File: src/rtl/mul_pkg.sv
// Shared types and helpers for the HI/LO multiply/accumulate controller.
package mul_pkg;

  typedef enum logic [3:0] {
    NOP   = 4'd0,
    MULT  = 4'd1,
    MULTU = 4'd2,
    MADD  = 4'd3,
    MADDU = 4'd4,
    MSUB  = 4'd5,
    MSUBU = 4'd6,
    MTHI  = 4'd7,
    MTLO  = 4'd8,
    MFHI  = 4'd9,
    MFLO  = 4'd10
  } mul_op_t;

  typedef enum logic [1:0] {IDLE, RUN, WB} mul_state_t;

  typedef enum logic [1:0] {ACC_NONE, ACC_ADD, ACC_SUB} acc_mode_t;

  function automatic int niter(input int iter_bits);
    return 32 / iter_bits;
  endfunction

  function automatic logic is_mul(input mul_op_t op);
    return (op == MULT) || (op == MULTU) || (op == MADD) ||
           (op == MADDU) || (op == MSUB) || (op == MSUBU);
  endfunction

  function automatic logic is_signed_op(input mul_op_t op);
    return (op == MULT) || (op == MADD) || (op == MSUB);
  endfunction

  function automatic acc_mode_t acc_mode(input mul_op_t op);
    case (op)
      MADD, MADDU: return ACC_ADD;
      MSUB, MSUBU: return ACC_SUB;
      default:     return ACC_NONE;
    endcase
  endfunction

endpackage

File: src/rtl/mul_iter_core.sv
// Shift-add multiplier datapath: retires ITER_BITS multiplier bits per step
// into a 64-bit unsigned partial product.
module mul_iter_core
  import mul_pkg::*;
#(
  parameter int ITER_BITS = 2
) (
  input  logic        clk,
  input  logic        load,
  input  logic        step,
  input  logic [31:0] a_val,
  input  logic [31:0] b_val,
  output logic [63:0] partial
);

  logic [63:0] mcand;
  logic [31:0] mplier;
  logic [63:0] addend;

  // The multiplicand pre-shifts left each step, so the digit product is
  // already aligned; the true product never exceeds 64 bits.
  always_comb begin
    addend = mcand * {{(64-ITER_BITS){1'b0}}, mplier[ITER_BITS-1:0]};
  end

  always_ff @(posedge clk) begin
    if (load) begin
      mcand   <= {32'd0, a_val};
      mplier  <= b_val;
      partial <= '0;
    end else if (step) begin
      partial <= partial + addend;
      mcand   <= mcand << ITER_BITS;
      mplier  <= mplier >> ITER_BITS;
    end
  end

endmodule

File: src/rtl/mul_hilo_ctrl.sv
// HI/LO owner: sequences the iterative multiplier, applies sign and
// accumulate, and services the HI/LO move instructions.
module mul_hilo_ctrl
  import mul_pkg::*;
#(
  parameter int ITER_BITS = 2
) (
  input  logic        Clock,
  input  logic        nReset,
  input  logic        Start,
  input  logic [3:0]  Op,
  input  logic [31:0] A,
  input  logic [31:0] B,
  input  logic        Flush,
  output logic        Stall,
  output logic        Busy,
  output logic        Done,
  output logic [31:0] Result,
  output logic [31:0] HI,
  output logic [31:0] LO,
  output logic        Z,
  output logic        N
);

  localparam int NITER = niter(ITER_BITS);
  localparam int CNT_W = $clog2(NITER);

  mul_state_t       state, state_nxt;
  mul_op_t          op;
  logic             accept, load;
  logic [CNT_W-1:0] cnt;
  logic             neg;
  acc_mode_t        acc;
  logic [31:0]      a_abs, b_abs;
  logic [63:0]      partial, prod, hilo_nxt;

  assign op     = mul_op_t'(Op);
  assign Busy   = (state != IDLE);
  assign Stall  = Start & Busy & (op != NOP);
  assign accept = Start & ~Stall & ~Flush & (state == IDLE);
  assign load   = accept & is_mul(op);

  assign a_abs = (is_signed_op(op) && A[31]) ? -A : A;
  assign b_abs = (is_signed_op(op) && B[31]) ? -B : B;

  mul_iter_core #(
    .ITER_BITS (ITER_BITS)
  ) u_core (
    .clk     (Clock),
    .load    (load),
    .step    (state == RUN),
    .a_val   (a_abs),
    .b_val   (b_abs),
    .partial (partial)
  );

  always_comb begin
    state_nxt = state;
    case (state)
      IDLE:    if (load) state_nxt = RUN;
      RUN:     if (Flush) state_nxt = IDLE;
               else if (cnt == '0) state_nxt = WB;
      WB:      state_nxt = IDLE;
      default: state_nxt = IDLE;
    endcase
  end

  always_comb begin
    prod = neg ? -partial : partial;
    case (acc)
      ACC_ADD: hilo_nxt = {HI, LO} + prod;
      ACC_SUB: hilo_nxt = {HI, LO} - prod;
      default: hilo_nxt = prod;
    endcase
  end

  always_comb begin
    Result = '0;
    if (Start && state == IDLE) begin
      if (op == MFHI) Result = HI;
      else if (op == MFLO) Result = LO;
    end
  end

  always_ff @(posedge Clock or negedge nReset) begin
    if (!nReset) state <= IDLE;
    else         state <= state_nxt;
  end

  always_ff @(posedge Clock or negedge nReset) begin
    if (!nReset) begin
      HI   <= '0;
      LO   <= '0;
      Z    <= 1'b0;
      N    <= 1'b0;
      Done <= 1'b0;
      cnt  <= '0;
      neg  <= 1'b0;
      acc  <= ACC_NONE;
    end else begin
      Done <= 1'b0;
      if (load) begin
        cnt <= CNT_W'(NITER - 1);
        neg <= is_signed_op(op) & (A[31] ^ B[31]);
        acc <= acc_mode(op);
      end else if (state == RUN) begin
        cnt <= cnt - 1'b1;
      end
      if (accept && op == MTHI) HI <= A;
      if (accept && op == MTLO) LO <= A;
      // Flush wins over the writeback.
      if (state == WB && !Flush) begin
        {HI, LO} <= hilo_nxt;
        Z        <= (hilo_nxt == 64'd0);
        N        <= hilo_nxt[63];
        Done     <= 1'b1;
      end
    end
  end

endmodule

File: config.mk
export PLATFORM = sky130hd
export DESIGN_NAME = mul_hilo_ctrl
export DESIGN_NICKNAME = d
export VERILOG_FILES = /design/src/rtl/mul_pkg.sv /design/src/rtl/mul_iter_core.sv /design/src/rtl/mul_hilo_ctrl.sv
export SDC_FILE = /design/constraint.sdc
export NUM_CORES = 1
export LEC_CHECK = 0
export CORE_MARGIN = 1
export CORE_UTILIZATION = 30
export CTS_CLUSTER_SIZE = 14
export DETAILED_ROUTE_END_ITERATION = 6
export GPL_ROUTABILITY_DRIVEN = 0
export SLEW_MARGIN = 20
export SYNTH_ARGS = -nofsm -noshare
export SYNTH_HDL_FRONTEND = slang
export SYNTH_HIERARCHICAL = 1
export SYNTH_SLANG_ARGS = --single-unit
File: constraint.sdc
create_clock -name Clock -period 9.65 [get_ports Clock]
set_input_delay 1.93 -clock Clock [delete_from_list [all_inputs] [get_ports Clock]]
set_output_delay 1.93 -clock Clock [all_outputs]
set_load 0.02 [all_outputs]
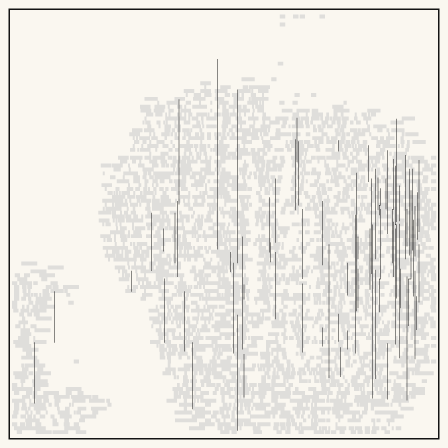
(met4 routing)
Cells faint in the background.
The layer holds 3.8% of the routed length. The wires run mostly vertical. The longest straight run is 132 um.
final WL: 94,100 um
via total after detailed routing: 25,427

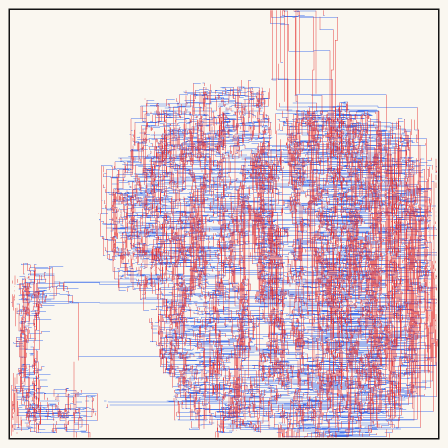
(signal wires by layer)
Two of the layers only.
metal 2: drawn in red, wire length 40.3 mm. metal 1: drawn in blue, wire length 42.0 mm.

==> metrics.csv <==
stage,metric,value,unit
power_and_ir_drop,P_int,0.00452,W
die,FP Rows,107,
sta,Fin. Hold Viols,0,
outcome,outcome,"complete, no violations",
cts,clock tree buffer depth,3,
cts,clk_lat worst skew,0.62,ns
finish,MI comb cells,2674,
power_and_ir_drop,sequential fraction of design power,17.7,%
critical_path,worst setup path end,Z,
detailed_routing,DRT iter0 DRCs,2421,
logic_synthesis,Post-synth EDFFs,64,
logic_synthesis,ys cells,3310,
die,die width,297,um
placement,placed instance area,28700,um^2
critical_path,r2r setup slk,1.31,ns
critical_path,Crit path buffers/inverters,1,
detailed_routing,remaining antenna violation count,0,
sta,max-slew violation count,0,
grt,initial antenna violation count,1,
finish,share of cells above drive strength 1,5.86,%
sta,max_slew headroom,29.2,%
logic_synthesis,XOR/XNOR Fraction of Synth Area,9.48,%
critical_path,"Largest stage delay, worst path",0.71,ns
logic_synthesis,Post-Synth Adder-Cell Area,11.2,%
logic_synthesis,Avg Inst Size Synth,7.89,um^2
logic_synthesis,#FFs+latches synth,236,
finish,finished layout cell area,29700,um^2
grt,first-pass GRT wire length,143000,um
die,die span in y,297,um
critical_path,FF-to-FF Start,u_core/partial[0],
finish,Post-layout nets,3622,
finish,"Largest area class, layout",combinational gates,
finish,Gate Area,18900,um^2
finish,Util after Layout,34.6,%
finish,# clk buffers,48,
sta,Tcrit/Tclk final,86.4,%
detailed_routing,routed length on met3,8190,um
placement,Port Buf Inserts,172,
job,Max-Cap Viols,0,
die,Floorplan Utilization,30.5,%
finish,Antenna Cells,2,
power_and_ir_drop,power density cells,340,nW/um^2
sta,Max Freq,0.120,GHz
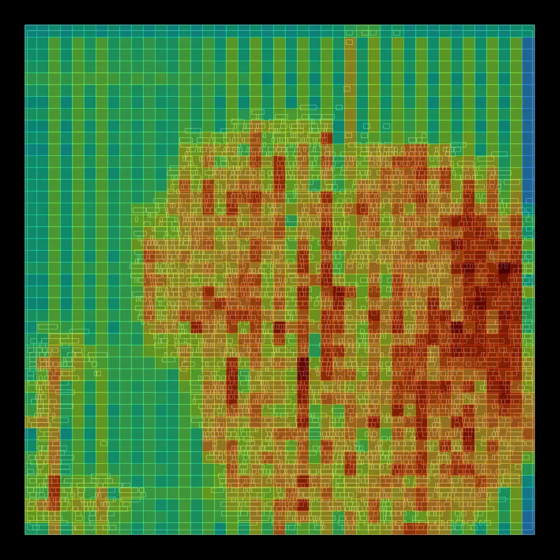
(track usage over the die)
met2 global-route usage: 31.4%
most used routing layer: met2

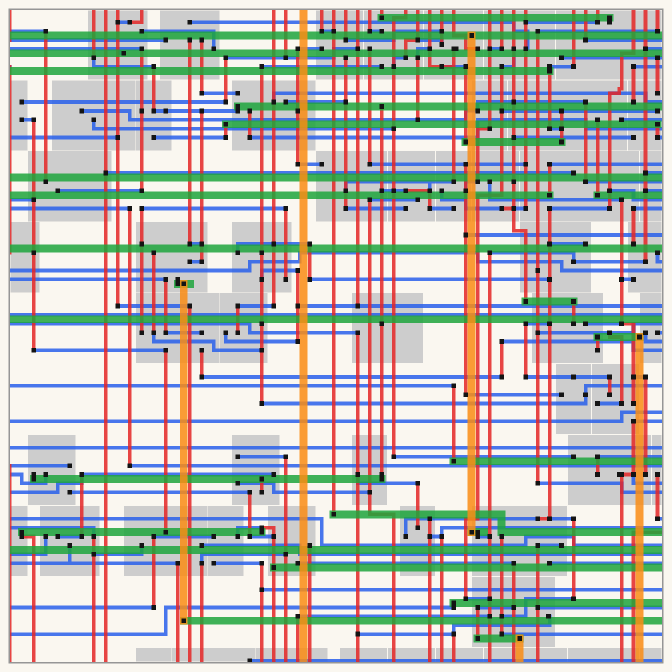
(a small window of the routed layout)
Window x 210 to 235, y 62 to 87 um. Cells in gray, sequential cells in the stronger gray; small squares are vias.
metal 2: drawn in red. metal 4: drawn in orange. metal 3: drawn in green. metal 1: drawn in blue.
Most frequent: nand2_1 (4), o21ai_0 (4), nor2_1 (4). Sequential cells in the window: 0. 41 logic cells have their middle in the window.

-- registers in the layout, summed over array words and instances, names as in the netlist --
register        cells
u_core/partial     64
N                   1
acc                 2
LO                 32
neg                 1
Z                   1
state               2
u_core/mcand       64
cnt                 4
u_core/mplier      32
Done                1
HI                 32
-- layout by cell type, fill, tap and decap left out, drive strengths merged, types with 25 or more instances in the layout --
cell,count
nand2,334
nor2,307
a21oi,255
inv,219
clkdlybuf4s50,171
o21ai,165
xnor2,141
xor2,139
ha,132
mux2i,126
dfxtp,96
dfrtp,76
mux2,75
fa,64
edfxtp,64
nand3,61
nor3,61
a21o,60
nand4,53
a211oi,49
clkbuf,48
nor2b,45
and2,44
a31oi,44
nor4,41
or3,32
a22oi,32
o31ai,30
nand2b,27
o21bai,27
and3,26
or4,25
Power figures rest on the tool's default switching activity, not on a simulated workload.
